--- config.mk ---
export PLATFORM = sky130hd
export DESIGN_NAME = axil_config_register_bank
export DESIGN_NICKNAME = d
export VERILOG_FILES = /design/src/rtl/axil_config_register_bank.sv
export SDC_FILE = /design/constraint.sdc
export NUM_CORES = 1
export LEC_CHECK = 0
export ABC_AREA = 0
export ABC_CLOCK_PERIOD_IN_PS = 5600
export CORE_UTILIZATION = 27
export CTS_CLUSTER_SIZE = 24
export DETAILED_ROUTE_END_ITERATION = 12
export PLACE_DENSITY = 0.44
export SLEW_MARGIN = 20
export SYNTH_ARGS = -nofsm -noshare
export SYNTH_HDL_FRONTEND = slang
export SYNTH_SLANG_ARGS = --single-unit
--- constraint.sdc ---
create_clock -name clk -period 5.6 [get_ports clk]
set_input_delay 1.12 -clock clk [delete_from_list [all_inputs] [get_ports clk]]
set_output_delay 1.12 -clock clk [all_outputs]
set_load 0.05 [all_outputs]
--- src/rtl/axil_config_register_bank.sv ---
// AXI4-Lite configuration/status register bank: UPSTAT, IRQ block, control registers, saturating counters.
// Optional macro CRF_CNT_SNAPSHOT_EN: reading CNT[0] latches a coherent shadow copy of all counters.
module axil_config_register_bank #(
    parameter int AXI_DATA_WIDTH = 32,
    parameter int AXI_ADDR_WIDTH = 32,
    parameter int NUM_CTRL       = 4,
    parameter int NUM_CNT        = 4
) (
    input  logic                               clk,
    input  logic                               rst,
    input  logic                               s_axi_awvalid,
    output logic                               s_axi_awready,
    input  logic [AXI_ADDR_WIDTH-1:0]          s_axi_awaddr,
    input  logic [2:0]                         s_axi_awprot,
    input  logic                               s_axi_wvalid,
    output logic                               s_axi_wready,
    input  logic [AXI_DATA_WIDTH-1:0]          s_axi_wdata,
    input  logic [AXI_DATA_WIDTH/8-1:0]        s_axi_wstrb,
    output logic                               s_axi_bvalid,
    input  logic                               s_axi_bready,
    output logic [1:0]                         s_axi_bresp,
    input  logic                               s_axi_arvalid,
    output logic                               s_axi_arready,
    input  logic [AXI_ADDR_WIDTH-1:0]          s_axi_araddr,
    input  logic [2:0]                         s_axi_arprot,
    output logic                               s_axi_rvalid,
    input  logic                               s_axi_rready,
    output logic [AXI_DATA_WIDTH-1:0]          s_axi_rdata,
    output logic [1:0]                         s_axi_rresp,
    input  logic                               pl_wrt,
    input  logic [1:0]                         pl_wdata,
    output logic                               pl_wbusy,
    output logic                               up_start,
    output logic                               up_end,
    output logic [NUM_CTRL*AXI_DATA_WIDTH-1:0] ctrl_regs,
    input  logic                               cnt_run,
    input  logic [NUM_CNT-1:0]                 cnt_inc,
    output logic                               interrupt
);

    localparam int W         = AXI_DATA_WIDTH;
    localparam int SW        = AXI_DATA_WIDTH / 8;
    localparam int IA        = AXI_ADDR_WIDTH - 2;
    localparam int CTRL_BASE = 3;
    localparam int CNT_BASE  = 3 + NUM_CTRL;

    localparam logic [IA-1:0] IDX_UPSTAT   = IA'(0);
    localparam logic [IA-1:0] IDX_IRQ_EN   = IA'(1);
    localparam logic [IA-1:0] IDX_IRQ_STAT = IA'(2);
    localparam logic [1:0]    RESP_OKAY    = 2'b00;
    localparam logic [1:0]    RESP_SLVERR  = 2'b10;
    localparam logic [W-1:0]  CNT_MAX      = '1;

    logic          aw_held, w_held;
    logic [IA-1:0] aw_idx;
    logic [W-1:0]  w_data;
    logic [SW-1:0] w_strb;
    logic [W-1:0]  wr_mask;
    logic          commit, wr_ok, pl_accept;

    logic [1:0]    upstat, irq_en, irq_stat;
    logic [1:0]    stat_set, stat_clr;
    logic          start_q, end_q, start_rise, end_rise, sat_any;
    logic [W-1:0]  ctrl_q [NUM_CTRL];
    logic [W-1:0]  cnt_q  [NUM_CNT];

    logic [IA-1:0] ar_idx;
    logic          ar_hs;
    logic [W-1:0]  rd_data;
    logic          rd_err;

    logic unused_ok;
    assign unused_ok = ^{s_axi_awprot, s_axi_arprot, s_axi_awaddr[1:0], s_axi_araddr[1:0]};

    assign commit    = aw_held && w_held && !s_axi_bvalid;
    assign wr_ok     = aw_idx < IA'(CNT_BASE);
    // Busy covers every cycle an address is held, so a commit to UPSTAT always beats the PL port.
    assign pl_wbusy  = aw_held;
    assign pl_accept = pl_wrt && !pl_wbusy;

    assign up_start   = upstat[0];
    assign up_end     = upstat[1];
    assign start_rise = upstat[0] && !start_q;
    assign end_rise   = upstat[1] && !end_q;

    assign ar_idx = s_axi_araddr[AXI_ADDR_WIDTH-1:2];
    assign ar_hs  = s_axi_arvalid && s_axi_arready;

    always_comb begin
        wr_mask = '0;
        for (int b = 0; b < SW; b++) wr_mask[b*8 +: 8] = {8{w_strb[b]}};
    end

    always_comb begin
        sat_any = 1'b0;
        for (int j = 0; j < NUM_CNT; j++)
            if (!start_rise && cnt_run && cnt_inc[j] && cnt_q[j] == (CNT_MAX - W'(1)))
                sat_any = 1'b1;
    end

    assign stat_set = {sat_any, end_rise};
    assign stat_clr = (commit && aw_idx == IDX_IRQ_STAT) ? (w_data[1:0] & wr_mask[1:0]) : 2'b00;

    genvar gi;
    generate
        for (gi = 0; gi < NUM_CTRL; gi++) begin : g_ctrl_out
            assign ctrl_regs[gi*W +: W] = ctrl_q[gi];
        end
    endgenerate

    // Write channel: AW and W captured independently, committed together.
    always_ff @(posedge clk) begin
        if (rst) begin
            s_axi_awready <= 1'b0;
            s_axi_wready  <= 1'b0;
            s_axi_bvalid  <= 1'b0;
            s_axi_bresp   <= 2'b00;
            aw_held       <= 1'b0;
            w_held        <= 1'b0;
            aw_idx        <= '0;
            w_data        <= '0;
            w_strb        <= '0;
        end else begin
            s_axi_awready <= s_axi_awvalid && !aw_held && !s_axi_awready && !s_axi_bvalid;
            s_axi_wready  <= s_axi_wvalid && !w_held && !s_axi_wready && !s_axi_bvalid;
            if (s_axi_awvalid && s_axi_awready) begin
                aw_held <= 1'b1;
                aw_idx  <= s_axi_awaddr[AXI_ADDR_WIDTH-1:2];
            end
            if (s_axi_wvalid && s_axi_wready) begin
                w_held <= 1'b1;
                w_data <= s_axi_wdata;
                w_strb <= s_axi_wstrb;
            end
            if (commit) begin
                aw_held      <= 1'b0;
                w_held       <= 1'b0;
                s_axi_bvalid <= 1'b1;
                s_axi_bresp  <= wr_ok ? RESP_OKAY : RESP_SLVERR;
            end else if (s_axi_bvalid && s_axi_bready) begin
                s_axi_bvalid <= 1'b0;
            end
        end
    end

    // Register file, edge detectors, counters and interrupt.
    always_ff @(posedge clk) begin
        if (rst) begin
            upstat    <= '0;
            irq_en    <= '0;
            irq_stat  <= '0;
            interrupt <= 1'b0;
            start_q   <= 1'b0;
            end_q     <= 1'b0;
            for (int i = 0; i < NUM_CTRL; i++) ctrl_q[i] <= '0;
            for (int j = 0; j < NUM_CNT; j++)  cnt_q[j]  <= '0;
        end else begin
            start_q <= upstat[0];
            end_q   <= upstat[1];
            if (commit && aw_idx == IDX_UPSTAT)
                upstat <= (upstat & ~wr_mask[1:0]) | (w_data[1:0] & wr_mask[1:0]);
            else if (pl_accept)
                upstat <= pl_wdata;
            if (commit && aw_idx == IDX_IRQ_EN)
                irq_en <= (irq_en & ~wr_mask[1:0]) | (w_data[1:0] & wr_mask[1:0]);
            // Set is OR'ed after the clear so a same-cycle event is never lost.
            irq_stat  <= (irq_stat & ~stat_clr) | stat_set;
            interrupt <= |(irq_stat & irq_en);
            for (int i = 0; i < NUM_CTRL; i++)
                if (commit && aw_idx == IA'(CTRL_BASE + i))
                    ctrl_q[i] <= (ctrl_q[i] & ~wr_mask) | (w_data & wr_mask);
            for (int j = 0; j < NUM_CNT; j++) begin
                if (start_rise)
                    cnt_q[j] <= '0;
                else if (cnt_run && cnt_inc[j] && cnt_q[j] != CNT_MAX)
                    cnt_q[j] <= cnt_q[j] + W'(1);
            end
        end
    end

`ifdef CRF_CNT_SNAPSHOT_EN
    logic [W-1:0] shadow_q [NUM_CNT];

    always_ff @(posedge clk) begin
        if (rst) begin
            for (int j = 0; j < NUM_CNT; j++) shadow_q[j] <= '0;
        end else if (ar_hs && ar_idx == IA'(CNT_BASE)) begin
            for (int j = 0; j < NUM_CNT; j++) shadow_q[j] <= cnt_q[j];
        end
    end
`endif

    always_comb begin
        rd_data = '0;
        rd_err  = 1'b1;
        if (ar_idx == IDX_UPSTAT) begin
            rd_data[1:0] = upstat;
            rd_err       = 1'b0;
        end
        if (ar_idx == IDX_IRQ_EN) begin
            rd_data[1:0] = irq_en;
            rd_err       = 1'b0;
        end
        if (ar_idx == IDX_IRQ_STAT) begin
            rd_data[1:0] = irq_stat;
            rd_err       = 1'b0;
        end
        for (int i = 0; i < NUM_CTRL; i++)
            if (ar_idx == IA'(CTRL_BASE + i)) begin
                rd_data = ctrl_q[i];
                rd_err  = 1'b0;
            end
        for (int j = 0; j < NUM_CNT; j++)
            if (ar_idx == IA'(CNT_BASE + j)) begin
`ifdef CRF_CNT_SNAPSHOT_EN
                rd_data = (j == 0) ? cnt_q[j] : shadow_q[j];
`else
                rd_data = cnt_q[j];
`endif
                rd_err  = 1'b0;
            end
    end

    // Read channel: data and response registered at the AR handshake.
    always_ff @(posedge clk) begin
        if (rst) begin
            s_axi_arready <= 1'b0;
            s_axi_rvalid  <= 1'b0;
            s_axi_rdata   <= '0;
            s_axi_rresp   <= 2'b00;
        end else begin
            s_axi_arready <= s_axi_arvalid && !s_axi_rvalid && !s_axi_arready;
            if (ar_hs) begin
                s_axi_rvalid <= 1'b1;
                s_axi_rdata  <= rd_err ? '0 : rd_data;
                s_axi_rresp  <= rd_err ? RESP_SLVERR : RESP_OKAY;
            end else if (s_axi_rvalid && s_axi_rready) begin
                s_axi_rvalid <= 1'b0;
            end
        end
    end

endmodule

### Placement view

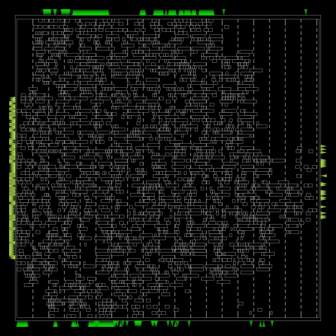
Non-Filler Instances: 3174
registers: 372
Seq area share: 41.4%
# Taps: 931

### Ports around the boundary

(2 px per um) Pins as bars across the die edge, other pins in grey.
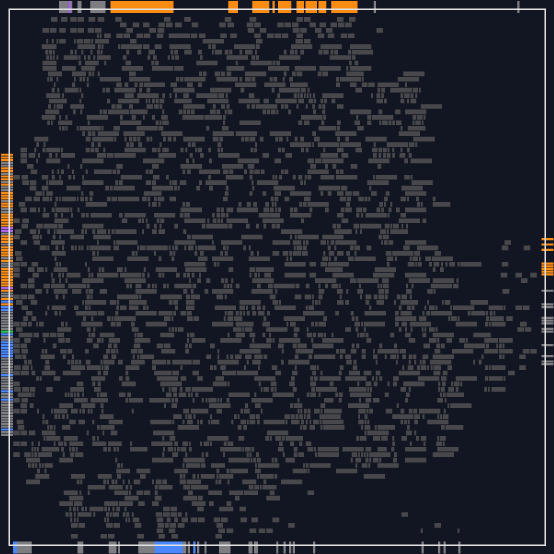
Key: s_axi_araddr = blue [pins 32, direction input, edge 18 south, 14 west]; pl_wrt = green [pins 1, direction input, edge west]; ctrl_regs = orange [pins 128, direction output, edge 84 north, 36 west, 8 east]; s_axi_wstrb = purple [pins 4, direction input, edge 3 west, 1 north]
die extent in y: 267 um
# port buffers: 281
Die X: 267 um

### Metal layers overlaid

(1.5 px per um) Only two layers are drawn.
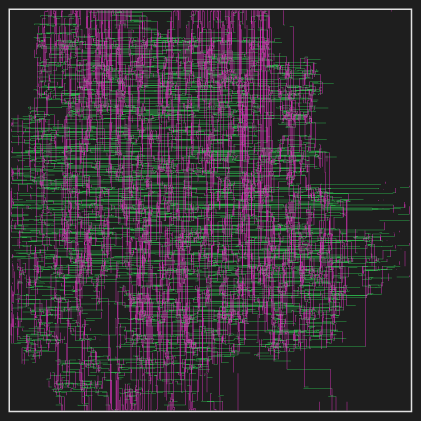
Key: metal 2 = magenta [wire length 32.8 mm]; metal 1 = green [wire length 33.4 mm]
routed via count: 15900
Wirelength per Cell: 22.8 um
GRT Util Overall: 20.0%
total wire length: 72400 um

==> impl_metrics.ini <==
; yosys + openroad results
[run_status]
status = completed

[clock_tree]
cts_hold_buffers = 0
clk_pin_slew_ns = 0.06
clock_path_buffers = 3

[hold_path]
whs_endpoint = s_axi_rdata[3]

[setup_path]
worstPathCellList = clkdlybuf4s50_1 -> buf_4 -> nand2b_1 -> or3b_2 -> o22ai_1 -> o21ai_0
worst-path-stages = 6
crit_family = simple AND/OR/NAND/NOR gates

[drt]
antenna_left = 0
drtPass1Iterations = 6
drc_errors = 0

[synth]
syn_area_um2 = 19000
xor_share_pct = 5.26
aoi_share_pct = 13.1

[finish]
drive_gt1_share_pct = 8.12
buffer_area_share_pct = 12.6
seq_area_um2 = 10000
comb_area_um2 = 8370
comb_area_share_pct = 34.7

[run]
log.warning_count = 40

[die]
fp_util_pct = 27.5

[power_and_ir_drop]
maxPowerGroup = registers
